==> src/rtl/full_adder_core_pkg.sv <==
// Shared constants for the adder core and the PC-path logic that feeds it.
// Nothing here is width-specific beyond the defaults used by the RV32I datapath.

package full_adder_core_pkg;

    localparam int unsigned DEFAULT_WIDTH = 32;
    localparam int unsigned MIN_WIDTH     = 1;
    localparam int unsigned MAX_WIDTH     = 64;

    // Fetch address after reset in the PC path; typical A operand for branch targets.
    localparam logic [31:0] RESET_VECTOR  = 32'h8000_0000;

endpackage : full_adder_core_pkg

==> src/rtl/full_adder_core_if.sv <==
// Operand/result bundle of the adder core. Clock and reset stay plain ports
// on the core; the producer holds the master modport and the core holds the slave.

interface full_adder_core_if
    import full_adder_core_pkg::*;
#(
    parameter int unsigned WIDTH = DEFAULT_WIDTH
);

    logic [WIDTH-1:0] A_i;
    logic [WIDTH-1:0] B_i;
    logic             Cin;
    logic             in_valid;

    logic [WIDTH-1:0] Sum;
    logic             Cout;

    logic [WIDTH-1:0] Sum_q;
    logic             Cout_q;
    logic             Ovf_q;
    logic             Zero_q;
    logic             out_valid;

    modport master (
        output A_i,
        output B_i,
        output Cin,
        output in_valid,
        input  Sum,
        input  Cout,
        input  Sum_q,
        input  Cout_q,
        input  Ovf_q,
        input  Zero_q,
        input  out_valid
    );

    modport slave (
        input  A_i,
        input  B_i,
        input  Cin,
        input  in_valid,
        output Sum,
        output Cout,
        output Sum_q,
        output Cout_q,
        output Ovf_q,
        output Zero_q,
        output out_valid
    );

endinterface : full_adder_core_if

==> src/rtl/full_adder_core_bit.sv <==
// One-bit full-adder cell; the core chains WIDTH of these into a ripple adder.

module full_adder_bit (
    input  logic a,
    input  logic b,
    input  logic ci,
    output logic s,
    output logic co
);

    logic prop_s;
    logic gen_s;

    assign prop_s = a ^ b;
    assign gen_s  = a & b;

    assign s  = prop_s ^ ci;
    assign co = gen_s | (ci & prop_s);

endmodule : full_adder_bit

==> src/rtl/full_adder_core.sv <==
// Ripple-carry adder with a zero-latency sum/carry path and a one-cycle registered
// copy carrying signed-overflow and zero flags. WIDTH=1 is a plain full adder.

module full_adder_core
    import full_adder_core_pkg::*;
#(
    parameter int unsigned WIDTH = DEFAULT_WIDTH
) (
    input  logic               clk,
    input  logic               reset,
    full_adder_core_if.slave   bus
);

    logic [WIDTH-1:0] a_s;
    logic [WIDTH-1:0] b_s;
    logic [WIDTH-1:0] sum_s;
    logic [WIDTH:0]   carry_s;
    logic             ovf_s;
    logic             zero_s;

    logic [WIDTH-1:0] sum_d;
    logic [WIDTH-1:0] sum_q;
    logic             cout_d;
    logic             cout_q;
    logic             ovf_d;
    logic             ovf_q;
    logic             zero_d;
    logic             zero_q;
    logic             valid_d;
    logic             valid_q;

    assign a_s        = bus.A_i;
    assign b_s        = bus.B_i;
    assign carry_s[0] = bus.Cin;

    for (genvar i = 0; i < WIDTH; i++) begin : g_cell
        full_adder_bit u_cell (
            .a  (a_s[i]),
            .b  (b_s[i]),
            .ci (carry_s[i]),
            .s  (sum_s[i]),
            .co (carry_s[i+1])
        );
    end : g_cell

    // Signed overflow: carry into the sign bit differs from carry out of it.
    // For WIDTH=1 the carry into the sign bit is Cin itself.
    assign ovf_s  = carry_s[WIDTH] ^ carry_s[WIDTH-1];
    assign zero_s = (sum_s == {WIDTH{1'b0}});

    assign bus.Sum  = sum_s;
    assign bus.Cout = carry_s[WIDTH];

    // Next-state for the result stage: load on in_valid, otherwise hold.
    always_comb begin
        sum_d   = sum_q;
        cout_d  = cout_q;
        ovf_d   = ovf_q;
        zero_d  = zero_q;
        valid_d = bus.in_valid;
        if (bus.in_valid) begin
            sum_d  = sum_s;
            cout_d = carry_s[WIDTH];
            ovf_d  = ovf_s;
            zero_d = zero_s;
        end else begin
            sum_d  = sum_q;
            cout_d = cout_q;
            ovf_d  = ovf_q;
            zero_d = zero_q;
        end
    end

    // Result stage registers; reset discards any in-flight result immediately.
    always_ff @(posedge clk or negedge reset) begin
        if (!reset) begin
            sum_q   <= {WIDTH{1'b0}};
            cout_q  <= 1'b0;
            ovf_q   <= 1'b0;
            zero_q  <= 1'b0;
            valid_q <= 1'b0;
        end else begin
            sum_q   <= sum_d;
            cout_q  <= cout_d;
            ovf_q   <= ovf_d;
            zero_q  <= zero_d;
            valid_q <= valid_d;
        end
    end

    assign bus.Sum_q     = sum_q;
    assign bus.Cout_q    = cout_q;
    assign bus.Ovf_q     = ovf_q;
    assign bus.Zero_q    = zero_q;
    assign bus.out_valid = valid_q;

endmodule : full_adder_core

==> src/flat_wrapper.sv <==
// flat-port wrapper written by rule: the top's interface ports become plain ports
module full_adder_core_flat import full_adder_core_pkg::*;
#(
    parameter int unsigned WIDTH = DEFAULT_WIDTH
)
  (clk, reset, bus_A_i, bus_B_i, bus_Cin, bus_in_valid, bus_Sum, bus_Cout, bus_Sum_q, bus_Cout_q, bus_Ovf_q, bus_Zero_q, bus_out_valid);
  full_adder_core_if #(.WIDTH(WIDTH)) bus_i ();
  input  logic clk;
  input  logic reset;
  input wire logic [$bits(bus_i.A_i)-1:0] bus_A_i;
  input wire logic [$bits(bus_i.B_i)-1:0] bus_B_i;
  input wire logic [$bits(bus_i.Cin)-1:0] bus_Cin;
  input wire logic [$bits(bus_i.in_valid)-1:0] bus_in_valid;
  output wire logic [$bits(bus_i.Sum)-1:0] bus_Sum;
  output wire logic [$bits(bus_i.Cout)-1:0] bus_Cout;
  output wire logic [$bits(bus_i.Sum_q)-1:0] bus_Sum_q;
  output wire logic [$bits(bus_i.Cout_q)-1:0] bus_Cout_q;
  output wire logic [$bits(bus_i.Ovf_q)-1:0] bus_Ovf_q;
  output wire logic [$bits(bus_i.Zero_q)-1:0] bus_Zero_q;
  output wire logic [$bits(bus_i.out_valid)-1:0] bus_out_valid;
  assign bus_i.A_i = bus_A_i;
  assign bus_i.B_i = bus_B_i;
  assign bus_i.Cin = bus_Cin;
  assign bus_i.in_valid = bus_in_valid;
  assign bus_Sum = bus_i.Sum;
  assign bus_Cout = bus_i.Cout;
  assign bus_Sum_q = bus_i.Sum_q;
  assign bus_Cout_q = bus_i.Cout_q;
  assign bus_Ovf_q = bus_i.Ovf_q;
  assign bus_Zero_q = bus_i.Zero_q;
  assign bus_out_valid = bus_i.out_valid;
  full_adder_core #(.WIDTH(WIDTH)) u_core (.clk(clk), .reset(reset), .bus(bus_i));
endmodule
==> config.mk <==
export PLATFORM = sky130hd
export DESIGN_NAME = full_adder_core_flat
export DESIGN_NICKNAME = d
export VERILOG_FILES = /design/src/rtl/full_adder_core_pkg.sv /design/src/rtl/full_adder_core_if.sv /design/src/rtl/full_adder_core_bit.sv /design/src/rtl/full_adder_core.sv /design/src/flat_wrapper.sv
export SDC_FILE = /design/constraint.sdc
export NUM_CORES = 1
export LEC_CHECK = 0
export ABC_AREA = 1
export CAP_MARGIN = 40
export CORE_AREA = 5 5 85 87
export CTS_CLUSTER_SIZE = 10
export DETAILED_ROUTE_END_ITERATION = 8
export DIE_AREA = 0 0 90 92
export PLACE_DENSITY = 0.85
export RECOVER_POWER = 50
export SYNTH_ARGS = -nofsm -noshare
export SYNTH_HDL_FRONTEND = slang
export SYNTH_SLANG_ARGS = --single-unit
export TNS_END_PERCENT = 10
==> constraint.sdc <==
create_clock -name clk -period 23.6 [get_ports clk]
set_input_delay 3.54 -clock clk [delete_from_list [all_inputs] [get_ports clk]]
set_output_delay 3.54 -clock clk [all_outputs]
set_load 0.02 [all_outputs]
==> images/closeup.png <==
Scale bar: 10 µm. Window x 32 to 57, y 52 to 77 µm. Cells in grey, sequential cells in the stronger grey; small squares are vias.
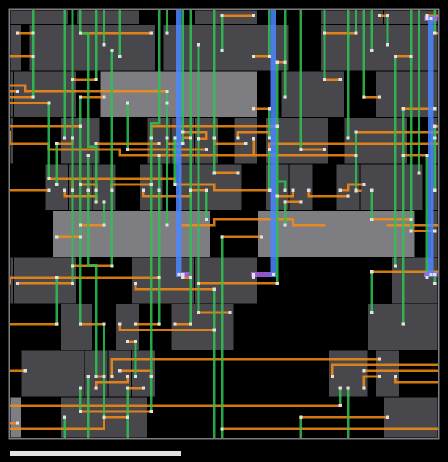
| colour | layer |
|---|---|
| blue | M4 |
| purple | M3 |
| orange | M1 |
| green | M2 |
netlist names of flops here include: `u_core.bus.Sum_q` (3)
sequential cells in the window: 3
most frequent: nand2_1 (12), clkdlybuf4s50_1 (7), dlygate4sd3_1 (5)
cells with their middle in the window: 40

==> images/route_heat.png <==
18 x 18 tiles, from dark blue (low) to red (high), scaled to the fullest tile. Values are wire area over tile area, all layers added.
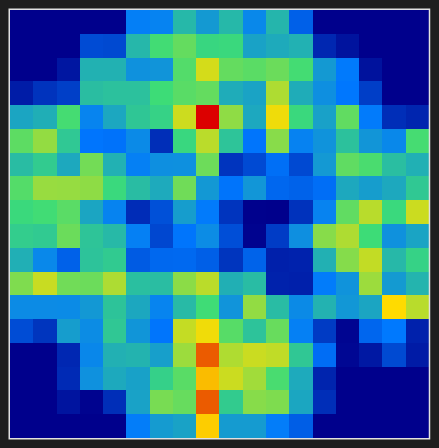
nearly empty tiles: 16%
fullest tile: 0.41
mean over tiles: 0.13
emptiest ninth of the die: south-east

==> run_results.csv <==
group,metric,value,unit
critical_path,crit_end,"bus_Sum[31]",
drt,post_drt_wl_per_cell,15.7,µm
clock_network,htreeDepth,2,
final_layout,register_area,901,µm²
drt,drtAntennaViolNets,0,
synth,synth.most_common_cell,"nand2_1",
drt,met3_length,426,µm
synth,common_cells,"nand2_1, buf_4, dfrtp_1",
clock_network,hold_buffers,0,
critical_path,crit_start,"bus_Cin",
timing,drv_slew,72,
synth,ff_type,"dfrtp_1",
hold_path,whs_endpoint,"u_core.bus.Sum_q[12]$_DFFE_PN0P_",
critical_path,critical_path.slowest_cell,"clkdlybuf4s50_1",
run_status,violations,"max-capacitance violations, max-slew violations",
critical_path,cp_num_cells,40,
critical_path,critPathRequiredTime,20.06,ns
power_and_ir_drop,seq_power,0.0000776,W
run_status,status,"complete, but fails checks",
global_routing,gr-usage-met2,0.308,
drt,drtIter0Drc,59,
floorplan,nWellTaps,77,
power_and_ir_drop,top_power_group,"combinational cells",
place,io_buffers,136,
drt,dr.max_layer_used,"met4",
synth,edf_count,0,
flow_run,drv_cap,2,
power_and_ir_drop,p_switching,0.0000929,W
synth,top_area_cell,"dfrtp_1",
final_layout,largestClassByArea,"buffers",
synth,postSynthCellCount,248,
timing,max_freq,48.3,MHz
global_routing,antenna_found_initial,0,
final_layout,buf_share,0.373,
timing,tns,0,ns
power_and_ir_drop,clockPowerShare,0.183,
clock_network,cts_resized,0,
final_layout,largest_register_ffs,32,
power_and_ir_drop,clk-power,0.0000452,W
power_and_ir_drop,powerComb,0.000124,W
power_and_ir_drop,power.density,67.8,nW/µm²
## cells by family (layout without fill, tap and decap cells)
group,count (synthesis),in the layout,share of synthesized area
and+or+nand+nor,118,118,0.193
buffers and inverters,56,162,0.146
adders and majority gates,32,32,0.269
DFF,36,36,0.378
AOI/OAI and AO/OA,6,6,0.0142
## per-stage QoR
stage / area, µm² / setup slack (ns) / util / total power [W]
after global placement: 3560 / 3.13 / 0.567 / 0.000206
after detailed placement: 3560 / 2.80 / 0.567 / 0.000209
after global routing: 3650 / 2.35 / 0.581 / 0.000264
after CTS: 3650 / 2.79 / 0.582 / 0.000255
after floorplan: 2380 / 4.33 / - / 0.000154
final: 3650 / 2.89 / 0.581 / 0.000247
## worst reg2reg max path, cell delays in order (launching register included)
cell,delay (ns)
dfrtp_1,0.37
nand2_1,0.06
o21ai_0,0.12
No activity file was given, so power comes from the tool's default toggle rates.
